$ cat config.mk
export PLATFORM = sky130hd
export DESIGN_NAME = pc_stall_sequencer_flat
export DESIGN_NICKNAME = d
export VERILOG_FILES = /design/src/rtl/pc_stall_sequencer_if.sv /design/src/rtl/pc_stall_sequencer.sv /design/src/flat_wrapper.sv
export SDC_FILE = /design/constraint.sdc
export NUM_CORES = 1
export LEC_CHECK = 0
export ABC_AREA = 1
export CAP_MARGIN = 20
export CORE_MARGIN = 2
export CORE_UTILIZATION = 41
export CTS_BUF_LIST = sky130_fd_sc_hd__clkbuf_2 sky130_fd_sc_hd__clkbuf_4 sky130_fd_sc_hd__clkbuf_8
export CTS_CLUSTER_DIAMETER = 80
export DETAILED_ROUTE_END_ITERATION = 7
export PLACE_DENSITY = 0.91
export SLEW_MARGIN = 20
export SYNTH_ARGS = -nofsm -noshare
export SYNTH_HDL_FRONTEND = slang
export SYNTH_SLANG_ARGS = --single-unit
export TNS_END_PERCENT = 5
$ cat constraint.sdc
create_clock -name clk -period 2.9 [get_ports clk]
set_clock_uncertainty 0.1 [all_clocks]
set_input_delay 0.58 -clock clk [delete_from_list [all_inputs] [get_ports clk]]
set_output_delay 0.58 -clock clk [all_outputs]
set_load 0.02 [all_outputs]
$ cat src/rtl/pc_stall_sequencer_if.sv
// pc_stall_sequencer_if: fetch-control bus between the IF/ID datapath and the stall sequencer
interface pc_stall_sequencer_if #(
    parameter int CNT_W = 16
);
    logic [31:0]      pc_plus4;
    logic             branch_taken;
    logic [31:0]      branch_target;
    logic             id_ex_mem_read;
    logic [4:0]       id_ex_rd;
    logic [4:0]       if_id_rs;
    logic [4:0]       if_id_rt;
    logic             imem_ready;
    logic [31:0]      pc_next;
    logic             PCWrite;
    logic             IFIDWrite;
    logic             IF_Flush;
    logic             ID_EX_bubble;
    logic [CNT_W-1:0] stall_count;
    logic             timeout_flag;

    modport master (
        output pc_plus4, branch_taken, branch_target, id_ex_mem_read, id_ex_rd,
               if_id_rs, if_id_rt, imem_ready,
        input  pc_next, PCWrite, IFIDWrite, IF_Flush, ID_EX_bubble, stall_count, timeout_flag
    );

    modport slave (
        input  pc_plus4, branch_taken, branch_target, id_ex_mem_read, id_ex_rd,
               if_id_rs, if_id_rt, imem_ready,
        output pc_next, PCWrite, IFIDWrite, IF_Flush, ID_EX_bubble, stall_count, timeout_flag
    );
endinterface

$ cat src/rtl/pc_stall_sequencer.sv
// pc_stall_sequencer: PC and IF/ID write control with boot hold, load-use stall, branch redirect and imem wait
module pc_stall_sequencer #(
    parameter int BOOT_CYCLES  = 2,
    parameter int WAIT_TIMEOUT = 64,
    parameter int CNT_W        = 16
) (
    input logic                 clk,
    input logic                 rst,
    pc_stall_sequencer_if.slave bus
);
    localparam int BW = $clog2(BOOT_CYCLES + 1);
    localparam int WW = $clog2(WAIT_TIMEOUT + 1);

    typedef enum logic [1:0] {BOOT, RUN, LU_STALL} state_t;

    state_t           state_q, state_d;
    logic [BW-1:0]    boot_cnt_q, boot_cnt_d;
    logic [WW-1:0]    wait_cnt_q, wait_cnt_d;
    logic [CNT_W-1:0] stall_count_q, stall_count_d;
    logic             timeout_q, timeout_d;
    logic             hazard;
    logic [31:0]      pc_next;
    logic             pc_write, ifid_write, if_flush, bubble;

    assign hazard = bus.id_ex_mem_read && (bus.id_ex_rd != 5'd0) &&
                    ((bus.id_ex_rd == bus.if_id_rs) || (bus.id_ex_rd == bus.if_id_rt));

    // Mealy next-state and control outputs; imem wait outranks the hazard, which outranks a branch
    always_comb begin
        state_d    = state_q;
        boot_cnt_d = boot_cnt_q;
        wait_cnt_d = wait_cnt_q;
        pc_next    = bus.pc_plus4;
        pc_write   = 1'b1;
        ifid_write = 1'b1;
        if_flush   = 1'b0;
        bubble     = 1'b0;
        if (rst) begin
            pc_next    = 32'd0;
            pc_write   = 1'b0;
            ifid_write = 1'b0;
            if_flush   = 1'b1;
            bubble     = 1'b1;
        end else if (state_q == BOOT) begin
            pc_next    = 32'd0;
            ifid_write = 1'b0;
            if_flush   = 1'b1;
            bubble     = 1'b1;
            boot_cnt_d = boot_cnt_q + 1'b1;
            state_d    = (boot_cnt_q == BW'(BOOT_CYCLES - 1)) ? RUN : BOOT;
        end else if (!bus.imem_ready) begin
            pc_write   = 1'b0;
            ifid_write = 1'b0;
            bubble     = 1'b1;
            wait_cnt_d = (wait_cnt_q == WW'(WAIT_TIMEOUT)) ? wait_cnt_q : wait_cnt_q + 1'b1;
        end else begin
            wait_cnt_d = '0;
            state_d    = RUN;
            if (state_q == RUN && hazard) begin
                pc_write   = 1'b0;
                ifid_write = 1'b0;
                bubble     = 1'b1;
                state_d    = LU_STALL;
            end else if (bus.branch_taken) begin
                pc_next  = bus.branch_target;
                if_flush = 1'b1;
            end
        end
    end

    // Stall statistics: saturating stall counter and sticky timeout
    always_comb begin
        stall_count_d = (state_q != BOOT && !pc_write && !(&stall_count_q)) ?
                        stall_count_q + 1'b1 : stall_count_q;
        timeout_d     = timeout_q | (wait_cnt_d == WW'(WAIT_TIMEOUT));
    end

    // State and counter registers, cleared asynchronously
    always_ff @(posedge clk or posedge rst) begin
        if (rst) begin
            state_q       <= BOOT;
            boot_cnt_q    <= '0;
            wait_cnt_q    <= '0;
            stall_count_q <= '0;
            timeout_q     <= 1'b0;
        end else begin
            state_q       <= state_d;
            boot_cnt_q    <= boot_cnt_d;
            wait_cnt_q    <= wait_cnt_d;
            stall_count_q <= stall_count_d;
            timeout_q     <= timeout_d;
        end
    end

    assign bus.pc_next      = pc_next;
    assign bus.PCWrite      = pc_write;
    assign bus.IFIDWrite    = ifid_write;
    assign bus.IF_Flush     = if_flush;
    assign bus.ID_EX_bubble = bubble;
    assign bus.stall_count  = stall_count_q;
    assign bus.timeout_flag = timeout_q;
endmodule

$ cat src/flat_wrapper.sv
// flat-port wrapper written by rule: the top's interface ports become plain ports
module pc_stall_sequencer_flat 
#(
    parameter int BOOT_CYCLES  = 2,
    parameter int WAIT_TIMEOUT = 64,
    parameter int CNT_W        = 16
)
  (clk, rst, bus_pc_plus4, bus_branch_taken, bus_branch_target, bus_id_ex_mem_read, bus_id_ex_rd, bus_if_id_rs, bus_if_id_rt, bus_imem_ready, bus_pc_next, bus_PCWrite, bus_IFIDWrite, bus_IF_Flush, bus_ID_EX_bubble, bus_stall_count, bus_timeout_flag);
  pc_stall_sequencer_if #(.CNT_W(CNT_W)) bus_i ();
  input logic clk;
  input logic rst;
  input wire logic [$bits(bus_i.pc_plus4)-1:0] bus_pc_plus4;
  input wire logic [$bits(bus_i.branch_taken)-1:0] bus_branch_taken;
  input wire logic [$bits(bus_i.branch_target)-1:0] bus_branch_target;
  input wire logic [$bits(bus_i.id_ex_mem_read)-1:0] bus_id_ex_mem_read;
  input wire logic [$bits(bus_i.id_ex_rd)-1:0] bus_id_ex_rd;
  input wire logic [$bits(bus_i.if_id_rs)-1:0] bus_if_id_rs;
  input wire logic [$bits(bus_i.if_id_rt)-1:0] bus_if_id_rt;
  input wire logic [$bits(bus_i.imem_ready)-1:0] bus_imem_ready;
  output wire logic [$bits(bus_i.pc_next)-1:0] bus_pc_next;
  output wire logic [$bits(bus_i.PCWrite)-1:0] bus_PCWrite;
  output wire logic [$bits(bus_i.IFIDWrite)-1:0] bus_IFIDWrite;
  output wire logic [$bits(bus_i.IF_Flush)-1:0] bus_IF_Flush;
  output wire logic [$bits(bus_i.ID_EX_bubble)-1:0] bus_ID_EX_bubble;
  output wire logic [$bits(bus_i.stall_count)-1:0] bus_stall_count;
  output wire logic [$bits(bus_i.timeout_flag)-1:0] bus_timeout_flag;
  assign bus_i.pc_plus4 = bus_pc_plus4;
  assign bus_i.branch_taken = bus_branch_taken;
  assign bus_i.branch_target = bus_branch_target;
  assign bus_i.id_ex_mem_read = bus_id_ex_mem_read;
  assign bus_i.id_ex_rd = bus_id_ex_rd;
  assign bus_i.if_id_rs = bus_if_id_rs;
  assign bus_i.if_id_rt = bus_if_id_rt;
  assign bus_i.imem_ready = bus_imem_ready;
  assign bus_pc_next = bus_i.pc_next;
  assign bus_PCWrite = bus_i.PCWrite;
  assign bus_IFIDWrite = bus_i.IFIDWrite;
  assign bus_IF_Flush = bus_i.IF_Flush;
  assign bus_ID_EX_bubble = bus_i.ID_EX_bubble;
  assign bus_stall_count = bus_i.stall_count;
  assign bus_timeout_flag = bus_i.timeout_flag;
  pc_stall_sequencer #(.BOOT_CYCLES(BOOT_CYCLES), .WAIT_TIMEOUT(WAIT_TIMEOUT), .CNT_W(CNT_W)) u_core (.clk(clk), .rst(rst), .bus(bus_i));
endmodule
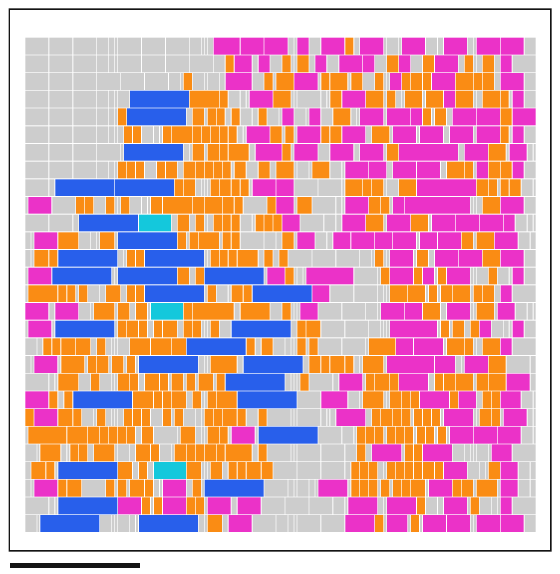
placement_by_type.png
Bar = 20 um. Fill, decap, tap and diode cells in gray.
legend:
  cyan:
    class: clock drivers
    cells: 3
  magenta:
    class: other buffers and delay cells
    cells: 153
  blue:
    class: flops
    cells: 28
  orange:
    class: combinational and other logic
    cells: 358

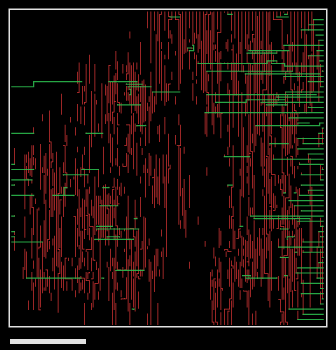
wires.png
Bar = 20 um. Only two layers are drawn.
legend:
  red:
    layer: metal 2
    wire_length: 4500 um
  green:
    layer: metal 3
    wire_length: 716 um

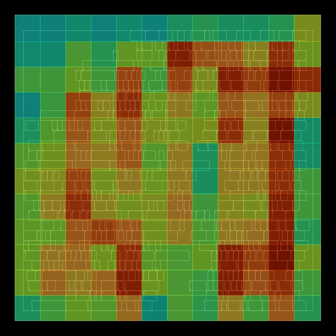
congestion.png
GRT Total Usage: 0.2529
Util after Layout: 0.6836

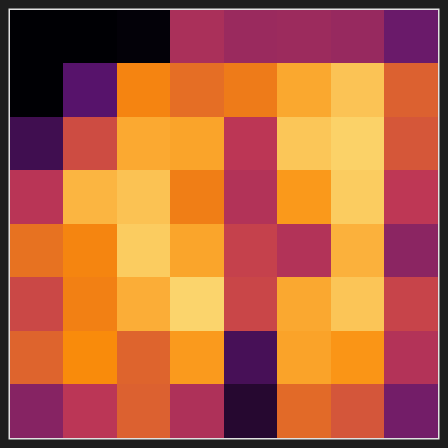
cell_density.png
The die is cut into 8 by 8 equal tiles; black is low, pale yellow is high, 0 to 100% covered.
tiles over 75% full: 31%
emptiest ninth of the die: north-west
nearly empty tiles: 6.2%
fullest tile: 91%
mean over tiles: 58%

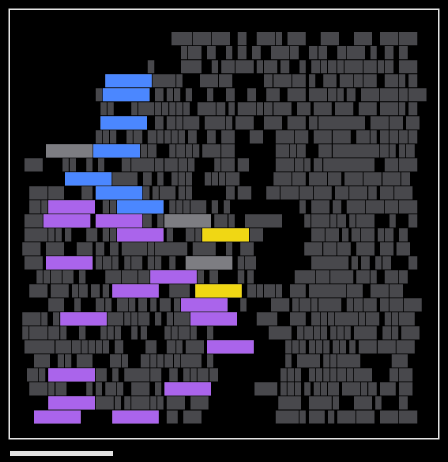
flops_by_reg.png
Bar = 20 um. Other sequential cells in the stronger gray, the rest of the logic in the fainter gray.
legend:
  blue:
    name_in_the_netlist: u_core.wait_cnt_q
    placed_flops: 7
  purple:
    name_in_the_netlist: u_core.bus.stall_count
    placed_flops: 16
  yellow:
    name_in_the_netlist: u_core.state_q
    placed_flops: 2

==> flow_metrics.py <==
# Physical implementation metrics
metrics = {
    "outcome": {
        "outcome": "finished clean",
    },
    "synth": {
        "xor_area_frac": 0.05463,
        "yosys.area_share.aoi": 0.1737,
        "syn_inst": 404,
        "top_cells_by_count": "nand2_1, nor2_1, inv_1",
        "adder_share": 0.01951,
        "ys_ff": 28,
        "yosysWarnings": 0,
        "ys_types": 28,
    },
    "critical_path": {
        "reg2reg_depth": 9,
        "crit_slowest_cell": "dlygate4sd2_1",
        "start_kind": "primary input",
        "crit_start": "bus_id_ex_rd[0]",
        "crit_top_cell": "nor2_1",
    },
    "final_layout": {
        "layout-drive-gt1-share": 0.1292,
        "num-fill-cells": 491,
        "mostFrequentLayoutCells": "nand2_1, clkdlybuf4s50_1, nor2_1",
        "largest_class": "multi-input combinational cells",
        "final_common_cell": "nand2_1",
        "area_share_nonclk_buffers": 0.3587,
    },
    "floorplan": {
        "die_w_um": 83.10,
        "coreArea_mm2": 0.005991,
    },
    "run": {
        "warnings": 28,
    },
    "timing": {
        "hold_slack_ps": 376.4,
        "hold_viol_final": 0,
        "period_used_share": 0.9522,
    },
    "grt": {
        "antenna_found_initial": 0,
        "grt_max_degree": 36,
        "grt_pass1_wl_mm": 14.61,
    },
    "clock_tree": {
        "cts_buffers": 3,
        "cts_setup_buffers": 0,
        "clock_latency_ps": 280,
        "clockBufferDepth": 2,
    },
    "placement": {
        "place_ws_ps": -509.9,
    },
    "pwr": {
        "power_sequential_uw": 573,
        "switching_share": 0.4421,
        "clkPwrFrac": 0.110,
        "cellPowerDensity_mw_per_mm2": 463.5,
    },
    "worst_hold_path": {
        "hold_end": "u_core.bus.timeout_flag$_DFF_PP0_",
    },
    "drt": {
        "avgViaCountPerCell": 5.231,
        "drt_iter0_drc": 129,
    },
}
per-stage QoR:
stage / setup TNS, ps / power (uW) / std cells / cell area (um^2) / utilization
2_1_floorplan: 0 / 1234 / 404 / 2565 / -
3_3_place_gp: -14540 / 1692 / 611 / 4063 / 0.6782
3_5_place_dp: -16210 / 1739 / 611 / 4063 / 0.6782
4_1_cts: -75.66 / 1893 / 615 / 4010 / 0.6694
5_1_grt: 0 / 2027 / 617 / 4093 / 0.6832
6_report: 0 / 1898 / 618 / 4095 / 0.6836
per-layer routing:
layer	track usage	wire length, um	share of wire
met2	0.4479	4498	0.49
met4	0.1058	340	0.037
met5	0	0	0
met3	0.04771	716	0.077
met1	0.2978	3715	0.40
Power is estimated from default activity; no workload was simulated.
